--- config.mk ---
export PLATFORM = sky130hd
export DESIGN_NAME = sync_fifo_flags
export DESIGN_NICKNAME = d
export VERILOG_FILES = /design/src/rtl/sync_fifo_flags.sv
export SDC_FILE = /design/constraint.sdc
export NUM_CORES = 1
export LEC_CHECK = 0
export CAP_MARGIN = 30
export CORE_MARGIN = 4
export CORE_UTILIZATION = 53
export CTS_CLUSTER_SIZE = 16
export DETAILED_ROUTE_END_ITERATION = 10
export GPL_TIMING_DRIVEN = 0
export PLACE_DENSITY = 0.75
export SYNTH_ARGS = -nofsm -noshare
export SYNTH_HDL_FRONTEND = slang
export SYNTH_SLANG_ARGS = --single-unit
--- constraint.sdc ---
create_clock -name clk -period 4.41 [get_ports clk]
set_input_delay 0.6615 -clock clk [delete_from_list [all_inputs] [get_ports clk]]
set_output_delay 0.6615 -clock clk [all_outputs]
set_load 0.005 [all_outputs]
--- src/rtl/sync_fifo_flags.sv ---
// Synchronous FIFO with programmable almost-full/almost-empty thresholds,
// sticky overflow/underflow flags and selectable registered or FWFT read port.
module sync_fifo_flags #(
  parameter int DATA_W = 32,
  parameter int DEPTH  = 16,
  parameter int AF_LVL = DEPTH - 2,
  parameter int AE_LVL = 2,
  parameter int FWFT   = 0,
  localparam int CNT_W = $clog2(DEPTH) + 1
) (
  input  logic              clk,
  input  logic              rst,
  input  logic              i_write,
  input  logic              i_read,
  input  logic [DATA_W-1:0] i_data,
  input  logic              i_clr_err,
  output logic [DATA_W-1:0] o_data,
  output logic              o_valid,
  output logic              o_empty,
  output logic              o_full,
  output logic              o_almost_empty,
  output logic              o_almost_full,
  output logic              o_overflow,
  output logic              o_underflow,
  output logic [CNT_W-1:0]  o_count
);

  localparam int PTR_W = $clog2(DEPTH);
  localparam logic [PTR_W-1:0] LAST_PTR = PTR_W'(DEPTH - 1);
  localparam logic [CNT_W-1:0] FULL_CNT = CNT_W'(DEPTH);
  localparam logic [CNT_W-1:0] AF_CNT   = CNT_W'(AF_LVL);
  localparam logic [CNT_W-1:0] AE_CNT   = CNT_W'(AE_LVL);

  logic [DATA_W-1:0] mem [DEPTH];
  logic [PTR_W-1:0]  wr_ptr;
  logic [PTR_W-1:0]  rd_ptr;
  logic [CNT_W-1:0]  count;
  logic              rd_ok;
  logic              wr_ok;
  logic              empty;
  logic              full;

  assign empty = (count == '0);
  assign full  = (count == FULL_CNT);

  // A push into a full FIFO is accepted when a pop frees a slot in the same cycle.
  assign rd_ok = i_read && !empty;
  assign wr_ok = i_write && (!full || rd_ok);

  assign o_empty        = empty;
  assign o_full         = full;
  assign o_almost_full  = (count >= AF_CNT);
  assign o_almost_empty = (count <= AE_CNT);
  assign o_count        = count;

  always_ff @(posedge clk) begin
    if (rst) begin
      count <= '0;
    end else if (wr_ok && !rd_ok) begin
      count <= count + 1'b1;
    end else if (rd_ok && !wr_ok) begin
      count <= count - 1'b1;
    end
  end

  // Explicit wrap keeps non-power-of-two depths correct.
  always_ff @(posedge clk) begin
    if (rst) begin
      wr_ptr <= '0;
      rd_ptr <= '0;
    end else begin
      if (wr_ok) wr_ptr <= (wr_ptr == LAST_PTR) ? '0 : wr_ptr + 1'b1;
      if (rd_ok) rd_ptr <= (rd_ptr == LAST_PTR) ? '0 : rd_ptr + 1'b1;
    end
  end

  always_ff @(posedge clk) begin
    if (wr_ok && !rst) mem[wr_ptr] <= i_data;
  end

  // A new error event in the same cycle as i_clr_err keeps the flag set.
  always_ff @(posedge clk) begin
    if (rst) begin
      o_overflow  <= 1'b0;
      o_underflow <= 1'b0;
    end else begin
      if (i_write && !wr_ok)  o_overflow <= 1'b1;
      else if (i_clr_err)     o_overflow <= 1'b0;
      if (i_read && !rd_ok)   o_underflow <= 1'b1;
      else if (i_clr_err)     o_underflow <= 1'b0;
    end
  end

  if (FWFT != 0) begin : g_fwft
    assign o_data  = empty ? '0 : mem[rd_ptr];
    assign o_valid = !empty;
  end else begin : g_reg
    logic [DATA_W-1:0] data_q;
    logic              valid_q;

    always_ff @(posedge clk) begin
      if (rst) begin
        data_q  <= '0;
        valid_q <= 1'b0;
      end else begin
        valid_q <= rd_ok;
        if (rd_ok) data_q <= mem[rd_ptr];
      end
    end

    assign o_data  = data_q;
    assign o_valid = valid_q;
  end

endmodule

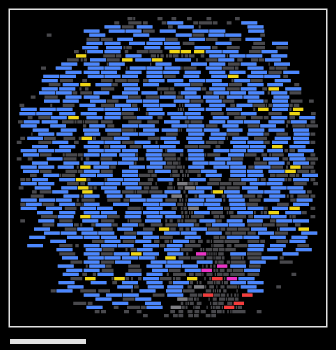
Fig. 1. Register map, names as in the netlist (run 1).
Bar = 50 um.
`wr_ptr`: shown in magenta, sequential cells 4. `mem`: shown in blue, sequential cells 512, where spread over the die. `o_data`: shown in yellow, sequential cells 32, where spread over the die. `o_count`: shown in red, sequential cells 5.
Another 7 sequential cells are not colored.

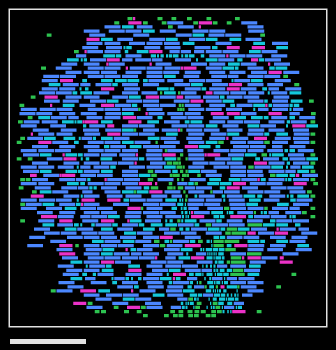
Fig. 2. Cell classes on the final placement (run 1).
Bar = 50 um.
other buffers and delay cells: shown in green, cells 158. combinational and other logic: shown in cyan, cells 370. clock drivers and dummy loads: shown in magenta, cells 105. flops: shown in blue, cells 560.

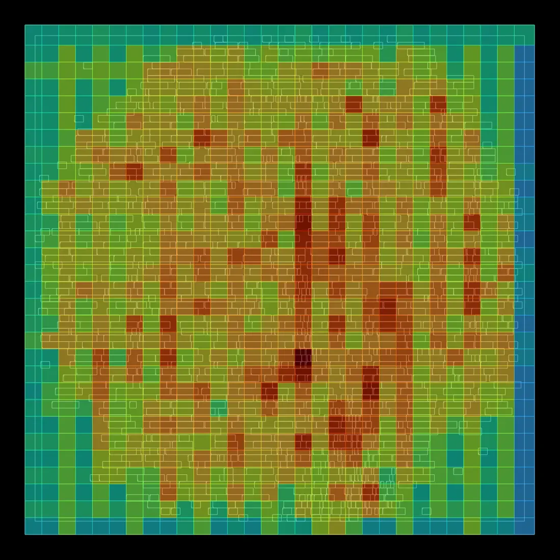
Fig. 3. Routing congestion map (run 1).
Most Crowded Layer GR: met2
post-route core utilization: 63.3%
gr usage total: 20.9%
met3 Usage GRT: 3.21%

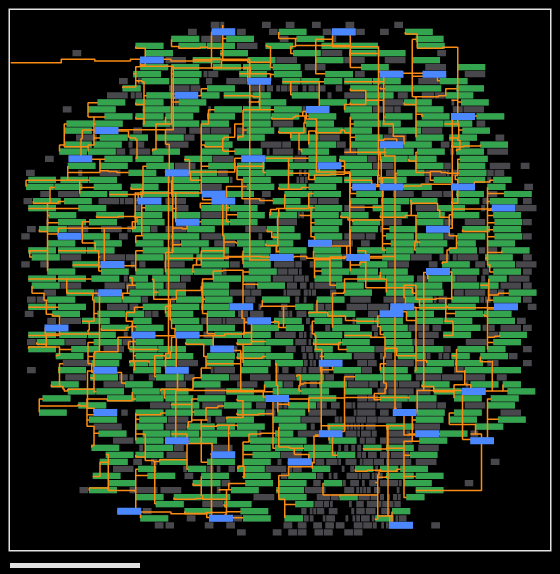
Fig. 4. Clock distribution (run 1).
Bar = 50 um.
flip-flops: shown in green, count 560. clock wires: shown in orange, length 6020 um. clock drivers: shown in blue, count 56.
Position of the flops: spread over the die. There are 57 routed clock nets.

==> metrics.yaml, run 1 <==
clock_skew_ps: 11.0
outcome: "complete, no violations"
clkCellAreaFrac_pct: 7.36
signal_buffer_area_fraction_pct: 6.17
cts.sink_count: 560
synth-edff-count: 512
tapCellCount: 525
postCtsHoldBufs: 0
path_class: "register to register"
clk_transition_reported_paths_ps: 60
endpoint_kind: "register"
non_clock_buffer_count: 158
drt_drc_violations_left: 0
layout_top_cell_excl_fill_tap: "sky130_fd_sc_hd__edfxtp_1"
core.rowCount: 73
setup-violations-final: 0
antenna_found_initial: 0
r2r_start: "o_count[0]$_SDFFE_PP0P_"
port_buffer_count: 80
cp-startpoint: "o_count[0]$_SDFFE_PP0P_"
synth_area_leader_cell: "sky130_fd_sc_hd__edfxtp_1"
synth_warnings: 0
hold_end: "o_data[16]$_SDFFE_PP0P_"
rsz0062_at_grt: "no"
syn-cell-area_um2: 21300
multi_input_combinational_cell_count: 359
slew_violations: 0
route.vias.total: 10400
tritoncts: "yes"
worst_margin_slew_ps: 1050
synth.ff_latch_count: 560
cpPeakStageDelay_ps: 600
period_used_pct: 70.2
max_cap_viols: 0
top_cell_area_share_pct: 72.3
p_leak_nw: 7.84
wl_um: 45100
first_pass_iters: 5
synth_async_sr_flop_share_pct: 0
top_family_by_delay_on_critical_path: "AND-OR/OR-AND gates"
synthToLayoutAreaGrowth_pct: 18.2
multiInputGateArea_um2: 4710
period_minus_slack_ps: 3100
critical_path.reg2reg.endpoint: "o_count[4]$_SDFFE_PP0P_"
htreeDepth: 2
slew_headroom_pct: 29.5
clock-root-buffer: "sky130_fd_sc_hd__clkbuf_16"
post_synth_top_flop: "sky130_fd_sc_hd__edfxtp_1"
tritoncts.num_buffers: 56
insertedDiodeCount: 0
fill_cells: 2615
avgViaCountPerCell: 6.03
seq_area_share_pct: 64.9
critical_path.n_buffers_inverters: 2
worstPathRequired_ps: 4890
final-hold-violation-count: 0
achievable-frequency_mhz: 323
post_synth.cell_area_avg_um2: 21.7
critical_path_cell_count: 10
worst-endpoint-arrival_ps: 3570
comb_share_pct: 18.7
area.sequential_um2: 16300
post_synth_num_cell_types: 40
cts_setup_buffers: 0
power_mw: 13.0
chipHeight_um: 208
iter_0_drt_violations: 1153
post_layout_net_count: 1193
top_cell: "sky130_fd_sc_hd__edfxtp_1"
ir_drop_v: 0.000288
layout-drive-gt1-share_pct: 27.2
io_pins: 81
clock_buffers: 74
flop-count: 560
clock_power_share_pct: 36.3
ys_chip_area_um2: 21300
p_int_mw: 9.92
power_share_of_the_sequential_group_pct: 46.7
ant_nets: 0
ys_top_cells_by_area: "sky130_fd_sc_hd__edfxtp_1 (72%), sky130_fd_sc_hd__mux4_2 (14%), sky130_fd_sc_hd__dfxtp_1 (4.5%), sky130_fd_sc_hd__mux2_2 (1.7%), sky130_fd_sc_hd__mux2i_1 (1.6%)"
cp-endpoint: "o_count[4]$_SDFFE_PP0P_"
power_switching_share_pct: 23.8
grt.overflow.total: 0
openroad_warning_count: 29
critical_path_peak_fanout: 6
power_density_nw_per_um2: 517
whs_path_depth: 2
ff2ff_setup_slack_ps: 1310
grt_pass1_wl_um: 68100
cts_repair_resize_count: 0
post-place-ws_ps: 899
switching_power_mw: 3.10
ys_top_cells_by_count: "sky130_fd_sc_hd__edfxtp_1 (512), sky130_fd_sc_hd__mux4_2 (128), sky130_fd_sc_hd__dfxtp_1 (48)"
die-area_um2: 43400
worst_hold_launch: "o_data[16]$_SDFFE_PP0P_"
pwr-share-comb_pct: 17.1
hp-class: "register to register"
place.gp.congestion: 0.733
core-area_um2: 39700
largest_contributor_to_cell_area_by_class: "registers"
sum_of_net_half_perimeters_after_detailed_placement_um: 28100
number_of_global_route_vias_before_repair: 10700
setup.worst_path.start_class: "register"
pin_count_of_the_biggest_net_entering_global_routing: 21
wl_per_cell_um: 26.2
cp_cell_instances: "or4_4 -> o21ai_2 -> inv_1 -> ha_1 -> inv_1 -> ha_1 -> a21o_1 -> a21oi_1 -> mux2i_1 -> mux2_2"
count_of_non_cts_inverters_in_the_layout: 11
clock_latency_ps: 590
cp_slowest_cell: "sky130_fd_sc_hd__or4_4"
mostFrequentLayoutCells: "sky130_fd_sc_hd__edfxtp_1 (512), sky130_fd_sc_hd__mux4_2 (128), sky130_fd_sc_hd__clkdlybuf4s50_1 (80)"
die_width_um: 208
==> run 1: cells by family after synthesis <==
family / count (synthesis) / synth area share (%)
mux: 195 / 16.9
buf+inv: 62 / 1.58
xor+xnor: 5 / 0.206
flops: 560 / 76.8
fa+ha+maj: 10 / 0.623
simple gates: 63 / 1.36
compound gates: 86 / 2.55
==> run 1: power by group through the flow <==
stage	registers [mW]	logic (mW)	clock network, mW
after detailed placement	6.18	2.24	0
after global routing	6.09	2.40	5.02
after CTS	6.07	2.27	4.79
final	6.07	2.22	4.72
after floorplan	6.16	1.46	0
after global placement	6.19	2.18	0
==> run 1: sequential cells by signal, summed over array words and instances, names as in the netlist <==
signal,cells
o_data,32
mem,512
wr_ptr,4
o_overflow,1
o_underflow,1
rd_ptr,4
o_valid,1
o_count,5
==> run 1: metrics by stage <==
| step | cells | utilization [%] | instance area, um^2 | setup TNS, ps | hold slack [ps] |
|---|---|---|---|---|---|
| 4_1_cts | 1718 | 63.3 | 25200 | 0 | 515 |
| 3_5_place_dp | 1613 | 58.7 | 23300 | 0 | 494 |
| 2_1_floorplan | 981 | - | 21300 | 0 | 479 |
| 5_1_grt | 1718 | 63.3 | 25200 | 0 | 550 |
| 3_3_place_gp | 1586 | 57.2 | 22700 | -526400 | 491 |
| 6_report | 1718 | 63.3 | 25200 | 0 | 504 |
==> run 1: layer usage <==
layer  track usage (%)  up-vias  wire, um  share of wire [%]
met5                 0        -         0                  0
met4              5.87        0       981                2.2
met3              3.21       74      2960                6.6
met2              34.5      423     22800                 51
met1              29.6     5454     18300                 41
li1                  -     4401         -                  -
==> run 2: changes to the inputs <==
PLACE_DENSITY = 0.78   (was 0.75)
clock period = 2.7 ns   (was 4.41 ns; I/O delays follow)
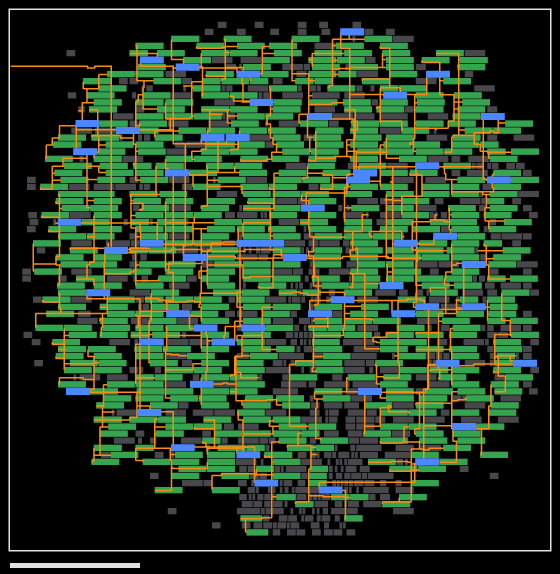
Fig. 5. Clock distribution (run 2).
Bar = 50 um.
clock drivers: shown in blue, count 54. flip-flops: shown in green, count 560. clock wires: shown in orange, length 5780 um.
Position of the flops: spread over the die. There are 55 routed clock nets.

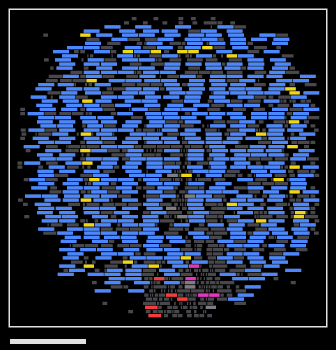
Fig. 6. Register map, names as in the netlist (run 2).
Bar = 50 um.
`o_data`: shown in yellow, sequential cells 32, where spread over the die. `mem`: shown in blue, sequential cells 512, where spread over the die. `wr_ptr`: shown in magenta, sequential cells 4, where bottom center. `o_count`: shown in red, sequential cells 5, where bottom center.
Another 7 sequential cells are not colored.

==> run 2 against run 1 <==
  * Largest cell class unchanged
  * Clock skew up 4.4 ps
  * Worst setup slack lost 1300 ps
  * Register-to-register slack got worse by 1300 ps
  * Clock-buffer cell count rose by 9
  * Non-clock buffer count is 4 higher
  * Critical endpoint unchanged
==> metrics.yaml, run 2 <==
p_leak_nw: 7.77  # -0.92%
post_synth.cell_area_avg_um2: 21.7  # unchanged
grt_pass1_wl_um: 68700  # +0.95%
switching_power_mw: 4.96  # +60%
post_synth_num_cell_types: 40  # unchanged
clk_transition_reported_paths_ps: 60  # about the same
cp-startpoint: "o_count[2]$_SDFFE_PP0P_"
layout_top_cell_excl_fill_tap: "sky130_fd_sc_hd__edfxtp_1"
power_density_nw_per_um2: 824  # +59%
gr-usage-all-layers_pct: 21.1  # +0.20 points
r2r_start: "o_count[2]$_SDFFE_PP0P_"
worst_margin_slew_ps: 1050  # -0.145 ps
ys_top_cells_by_area: "sky130_fd_sc_hd__edfxtp_1 (72%), sky130_fd_sc_hd__mux4_2 (14%), sky130_fd_sc_hd__dfxtp_1 (4.5%), sky130_fd_sc_hd__mux2_2 (1.7%), sky130_fd_sc_hd__mux2i_1 (1.6%)"
setup.worst_path.start_class: "register"
sum_of_negative_setup_slack_ps: 0  # unchanged
core-area_um2: 39700  # unchanged
worstPathRequired_ps: 3160  # -1730 ps
ys_top_cells_by_count: "sky130_fd_sc_hd__edfxtp_1 (512), sky130_fd_sc_hd__mux4_2 (128), sky130_fd_sc_hd__dfxtp_1 (48)"
clock_latency_ps: 580  # about the same
final-hold-violation-count: 0  # unchanged
endpoint_kind: "register"
synth-edff-count: 512  # unchanged
simple_gate_share_pct: 1.36  # unchanged
met2_wirelength_um: 24200  # +6.3%
grt.busiest_layer: "met2"
number_of_global_route_vias_before_repair: 10900  # +1.7%
port_buffer_count: 80  # unchanged
core_util_floorplan_pct: 53.5
clk_path_buf_depth: 3
synth-adder-area-share_pct: 0.623  # unchanged
synth_area_leader_cell: "sky130_fd_sc_hd__edfxtp_1"
clock-root-buffer: "sky130_fd_sc_hd__clkbuf_16"
netlist_logic_family_top: "multiplexers"
top_cell: "sky130_fd_sc_hd__edfxtp_1"
achievable-frequency_mhz: 372  # +15%
post_layout_cell_count: 1718  # unchanged
layout-drive-gt1-share_pct: 26.8  # -0.40 points
yosysCellCount: 981
groute.layer.met1.usage_pct: 27.9  # -1.6 points
wl_per_cell_um: 26.8  # +2.0%
power_sequential_mw: 9.92  # +63%
grt.overflow.total: 0  # unchanged
xor_share_pct: 0.206  # unchanged
top_cell_area_share_pct: 72.3  # unchanged
postCtsHoldBufs: 0  # unchanged
iter_0_drt_violations: 1057  # -8.3%
worst_hold_launch: "rst"
wl_um: 46000  # +2.0%
largest_register_ffs: 512  # unchanged
met3_wirelength_from_detailed_routing_um: 3290  # +11%
mostFrequentLayoutCells: "sky130_fd_sc_hd__edfxtp_1 (512), sky130_fd_sc_hd__mux4_2 (128), sky130_fd_sc_hd__clkdlybuf4s50_1 (80)"
met1Wirelength_um: 17500  # -4.8%
post_synth_top_flop: "sky130_fd_sc_hd__edfxtp_1"
ant_nets: 0  # unchanged
post-place-ws_ps: -466  # -1370 ps
io_pins: 81  # unchanged
slew_headroom_pct: 29.9  # +0.39 points
tritoncts: "yes"
place.gp.congestion: 0.768  # +4.8%
power_share_of_the_sequential_group_pct: 47.8  # +1.1 points
die-area_um2: 43400  # unchanged
chipHeight_um: 208  # unchanged
gr-usage-met3_pct: 3.27  # +0.060 points
power_switching_share_pct: 23.9  # +0.057 points
clock_skew_ps: 15.4  # +4.39 ps
power_top_consumer: "sequential cells"
path_class: "register to register"
rsz0062_at_grt: "yes"
slew_violations: 0  # unchanged
ys_seq_share_pct: 76.8
pin_count_of_the_biggest_net_entering_global_routing: 23  # +9.5%
first_pass_iters: 6  # +1
p_int_mw: 15.8  # +59%
synth_async_sr_flop_share_pct: 0  # unchanged
tritoncts.num_buffers: 54  # -3.6%
worst-endpoint-arrival_ps: 3150  # -420 ps
htreeDepth: 2  # unchanged
powerComb_mw: 3.76  # +69%
antenna_found_initial: 2  # +2
cts.sink_count: 560  # unchanged
clock_power_share_pct: 34.1  # -2.2 points
synth_warnings: 0  # unchanged
pwr-share-comb_pct: 18.1  # +1.0 points
openroad_warning_count: 31  # +6.9%
critical_path_peak_fanout: 5  # -1
registers.top_by_ff_count: "mem"
drt_drc_violations_left: 0  # unchanged
multiInputGateArea_um2: 4770  # +1.3%
synthesis.instances: 981
setup-violations-final: 0  # unchanged
sum_of_net_half_perimeters_after_detailed_placement_um: 27600  # -2.1%
post_layout_net_count: 1195  # +0.17%
max_cap_viols: 0  # unchanged
core.rowCount: 73  # unchanged
ir_drop_v: 0.000501  # +74%
finish.utilization_pct: 63.4  # +0.085 points
syn-cell-area_um2: 21300  # unchanged
hp-class: "input pin to register"
fin_hold_ws_ps: 468  # -35.6 ps
synth.mux.area_fraction_pct: 16.9  # unchanged
synth.ff_latch_count: 560  # unchanged
outcome: "complete, no violations"
synthToLayoutAreaGrowth_pct: 18.4
period_used_pct: 99.6  # +29 points
synth_compound_gate_area_share_pct: 2.55  # unchanged
ys_chip_area_um2: 21300  # unchanged
route.vias.total: 10400  # +0.28%
period_minus_slack_ps: 2690  # -406 ps
cts_repair_resize_count: 12  # +12
die_width_um: 208  # unchanged
fill_cells: 2595  # -0.76%
groute.layer.met2.usage_pct: 37.0  # +2.5 points
place_inst: 1606  # -0.43%
cts_setup_buffers: 5  # +5
top_signal_layer_used: "met5"
avgViaCountPerCell: 6.04  # +0.28%
area.sequential_um2: 16300  # about the same
synth_nets: 1028
clock_power_mw: 7.08  # +50%
timing.final.ws_setup_ps: 11.2
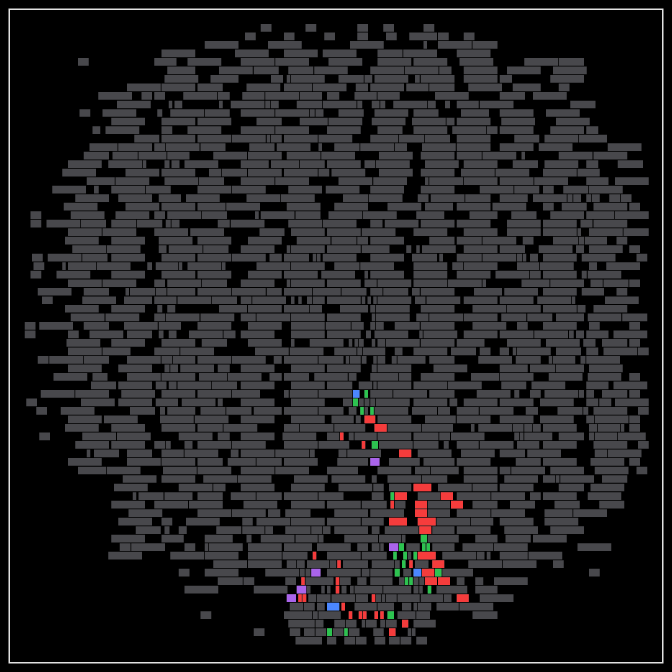
Fig. 7. Selected gate families (run 2).
NAND gates: shown in green, cells 22, where bottom center. NOR gates: shown in red, cells 38, where bottom center. XOR/XNOR gates: shown in purple, cells 5, where bottom center. AND and OR gates: shown in blue, cells 3.

run 2: netlist changes by cell type in the layout (fill, tap and decap cells not counted), sizes merged:
cell,change
diode,+1
clkinv,-11
bufinv,-3
buf,+4
clkbuf,+9
run 2: final cells by class:
type	count	area share (%)
clock buffer	83	6.08
buffer	51	1.15
antenna	1	0.00993
clock inverter	17	0.517
inverter	11	0.194
timing repair buffer	111	5.60
tap	525	2.61
multi-input combinational	359	19.0
sequential	560	64.9
run 2: critical path: stages, from the launching register on:
cell	delay [ps]
sky130_fd_sc_hd__dfxtp_4	340
sky130_fd_sc_hd__or4_4	580
sky130_fd_sc_hd__o21a_4	260
sky130_fd_sc_hd__inv_6	50
sky130_fd_sc_hd__ha_4	150
sky130_fd_sc_hd__inv_4	50
sky130_fd_sc_hd__ha_4	220
sky130_fd_sc_hd__a21o_1	180
sky130_fd_sc_hd__a21oi_2	160
sky130_fd_sc_hd__mux2i_1	230
sky130_fd_sc_hd__mux2_2	340
run 2: cell families after synthesis:
| family | Yosys count |
|---|---|
| adders and majority gates | 10 |
| buffers and inverters | 62 |
| AOI/OAI and AO/OA | 86 |
| muxes | 195 |
| DFF | 560 |
| xor gates and xnor gates | 5 |
| and+or+nand+nor | 63 |
run 2: final timing paths:
path | endpoint | cells past startpoint | slack (ps)
max | o_count[4]$_SDFFE_PP0P_ | 10 | 10
min | o_valid$_SDFF_PP0_ | 2 | 470
max reg2reg | o_count[4]$_SDFFE_PP0P_ | 10 | 10
min reg2reg | o_data[26]$_SDFFE_PP0P_ | 2 | 500
run 2: through the flow:
step	instance area, um^2	power, mW
floorplan	21300	12.4
global placement	22800	13.6
detailed placement	23400	13.8
CTS	25100	20.9
global route	25200	21.5
finish	25200	20.8
==> run 3: changes to the inputs <==
REMOVE_ABC_BUFFERS = 1   (was default)
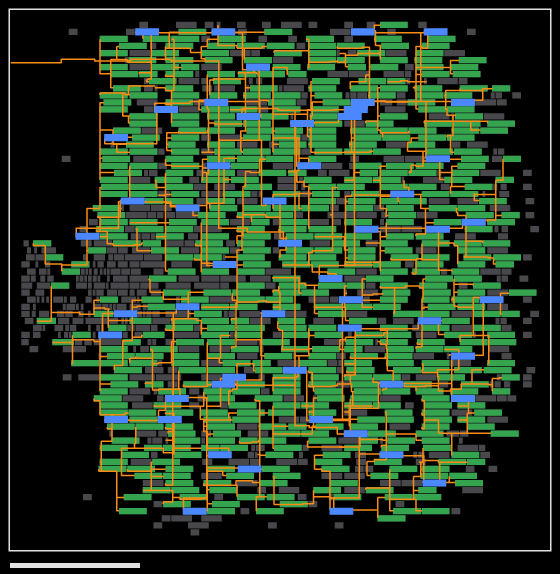
Fig. 8. Clock distribution (run 3).
Bar = 50 um.
flip-flops: shown in green, count 560. clock drivers: shown in blue, count 53. clock wires: shown in orange, length 5810 um.
There are 54 routed clock nets.

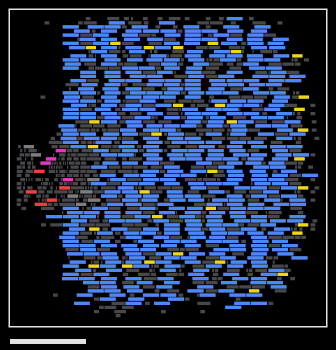
Fig. 9. Register map, names as in the netlist (run 3).
Bar = 50 um.
`o_data`: shown in yellow, sequential cells 32, where spread over the die. `wr_ptr`: shown in magenta, sequential cells 4, where middle left. `mem`: shown in blue, sequential cells 512. `o_count`: shown in red, sequential cells 5, where middle left.
Another 7 sequential cells are not colored.

==> run 3 against run 2 <==
  * Final cell count decreased by 2.3%
  * Final area fell by 0.56%
  * Clock skew grew 4.9 ps
  * Routed wire length down 1.5%
  * Critical path depth is the same
  * Register-to-register slack got worse by 50 ps
  * Non-clock buffer count is 39 lower
  * Hold slack improved by 26 ps
  * The run now ends with negative setup slack left
  * Critical endpoint unchanged
  * Global-route usage decreased by 0.39 points
  * Die area did not move
==> metrics.yaml, run 3 <==
synth-edff-count: 512  # unchanged
slew_headroom_pct: 38.0  # +8.1 points
sum_of_net_half_perimeters_after_detailed_placement_um: 25500  # -7.4%
ant_nets: 0  # unchanged
post_synth.cell_area_avg_um2: 21.7  # unchanged
synth.mux.area_fraction_pct: 16.9  # unchanged
post-place-ws_ps: -859  # -392 ps
failed_checks: "negative setup slack"
synth.ff_latch_count: 560  # unchanged
setup.worst_path.start_class: "register"
io_pins: 81  # unchanged
cpPeakStageDelay_ps: 590  # about the same
gr-usage-all-layers_pct: 20.7  # -0.39 points
clock_latency_ps: 580  # about the same
sum_of_negative_setup_slack_ps: -42.3  # -42.3 ps
layout_top_cell_excl_fill_tap: "sky130_fd_sc_hd__edfxtp_1"
drt_drc_violations_left: 0  # unchanged
largest_register_ffs: 512  # unchanged
ys_seq_share_pct: 76.8  # unchanged
core-area_um2: 39700  # unchanged
cts_setup_buffers: 2  # -3
xor_share_pct: 0.206  # unchanged
chipHeight_um: 208  # unchanged
worst-endpoint-arrival_ps: 3200  # +50 ps
period_used_pct: 102  # +2.0 points
grt_pass1_wl_um: 67400  # -2.0%
synth-adder-area-share_pct: 0.623  # unchanged
core.rowCount: 73  # unchanged
p_int_mw: 15.8  # +0.29%
timing.final.ws_setup_ps: -42.3  # -53.5 ps
insertedDiodeCount: 0  # -1
synth_area_leader_cell: "sky130_fd_sc_hd__edfxtp_1"
mostFrequentLayoutCells: "sky130_fd_sc_hd__edfxtp_1 (512), sky130_fd_sc_hd__mux4_2 (128), sky130_fd_sc_hd__clkdlybuf4s50_1 (78)"
finish.utilization_pct: 63.0  # -0.35 points
cts_repair_resize_count: 13  # +1
period_minus_slack_ps: 2740  # +53.5 ps
tritoncts: "yes"
power_switching_share_pct: 23.5  # -0.35 points
place.gp.congestion: 0.728  # -5.3%
yosysCellCount: 981  # unchanged
critPathMostFrequentCell: "sky130_fd_sc_hd__ha_4"
switching_power_mw: 4.88  # -1.6%
die-area_um2: 43400  # unchanged
clk_path_buf_depth: 3  # unchanged
clock_skew_ps: 20.3  # +4.93 ps
die_width_um: 208  # unchanged
power_density_nw_per_um2: 827  # +0.39%
power_mw: 20.7  # -0.17%
registers.top_by_ff_count: "mem"
tritoncts.num_buffers: 53  # -1.9%
cts.sink_count: 560  # unchanged
post_layout_cell_count: 1678  # -2.3%
ys_top_cells_by_area: "sky130_fd_sc_hd__edfxtp_1 (72%), sky130_fd_sc_hd__mux4_2 (14%), sky130_fd_sc_hd__dfxtp_1 (4.5%), sky130_fd_sc_hd__mux2_2 (1.7%), sky130_fd_sc_hd__mux2i_1 (1.6%)"
setup-violations-final: 1  # +1
synthToLayoutAreaGrowth_pct: 17.7
outcome: "finished with violations"
ys_chip_area_um2: 21300  # unchanged
netlist_logic_family_top: "multiplexers"
port_buffer_count: 80  # unchanged
wl_per_cell_um: 27.0  # +0.82%
hp-class: "register to register"
worst_margin_slew_ps: 928  # -123 ps
final-hold-violation-count: 0  # unchanged
fill_cells: 2521  # -2.9%
achievable-frequency_mhz: 365  # -1.9%
max_cap_viols: 0  # unchanged
place_inst: 1573  # -2.1%
postCtsHoldBufs: 0  # unchanged
synth_compound_gate_area_share_pct: 2.55  # unchanged
slew_violations: 0  # unchanged
endpoint_kind: "register"
number_of_global_route_vias_before_repair: 10700  # -1.9%
power_share_of_the_sequential_group_pct: 48.3  # +0.5 points
grt.overflow.total: 0  # unchanged
post_synth_num_cell_types: 40  # unchanged
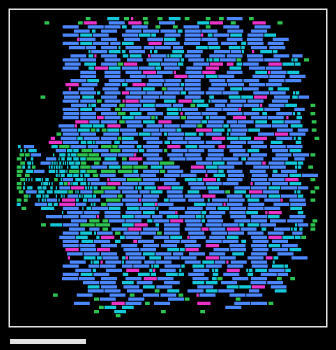
Fig. 10. Cell classes on the final placement (run 3).
Bar = 50 um.
flops: shown in blue, cells 560. other buffers and delay cells: shown in green, cells 123. clock drivers and dummy loads: shown in magenta, cells 100. combinational and other logic: shown in cyan, cells 370.

[run 3: cell count changes in the layout (fill, tap and decap cells not counted), sizes merged]
cell,previous run,this run
diode,1,0
dlygate4sd2,0,1
dlymetal6s2s,0,1
clkinv,13,20
buf,60,43
clkdlybuf4s50,80,78
clkbuf,105,76
[run 3: power by group through the flow]
stage,sequential (mW),clock (mW),combinational (mW)
floorplan,10.4,0,1.95
global placement,10.5,0,2.57
detailed placement,10.2,0,3.43
CTS,10.0,7.23,3.54
global route,10.0,7.63,3.87
finish,10.0,7.14,3.58
[run 3: path summary, 6_finish.rpt]
kind / startpoint / endpoint / slack, ps / depth (start not counted)
worst max register to register: o_count[2]$_SDFFE_PP0P_ / o_count[4]$_SDFFE_PP0P_ / -40 / 10
worst min register to register: o_data[30]$_SDFFE_PP0P_ / o_data[30]$_SDFFE_PP0P_ / 490 / 2
worst min-delay path: o_data[30]$_SDFFE_PP0P_ / o_data[30]$_SDFFE_PP0P_ / 490 / 2
worst max-delay path: o_count[2]$_SDFFE_PP0P_ / o_count[4]$_SDFFE_PP0P_ / -40 / 10
[run 3: worst max-delay path, delay by kind of cell, from the launching register on]
kind | cells | cell delay, ps
flops | 1 | 370
buf+inv | 2 | 140
compound gates | 3 | 590
simple gates | 1 | 590
mux | 2 | 540
fa+ha+maj | 2 | 400
[run 3: final cells by class]
type,instances,area [um^2],share of cell area (%)
well taps,525,657,2.62
flip-flops and latches,560,16400,65.3
multi-input cells,359,4770,19.1
clock inverters,24,168,0.669
repair buffers,123,1540,6.13
inverters,11,48.8,0.195
clock buffers,76,1520,6.05
[run 3: per-layer routing]
layer  part of all wire, %  wire (um)  global-route usage [%]
met1                    39      17600                    29.2
met2                    50      22700                    33.6
met3                   8.6       3890                    4.57
met4                   2.3       1060                    5.14
met5                 0.035         16                       0
Power figures rest on the tool's default switching activity, not on a simulated workload.
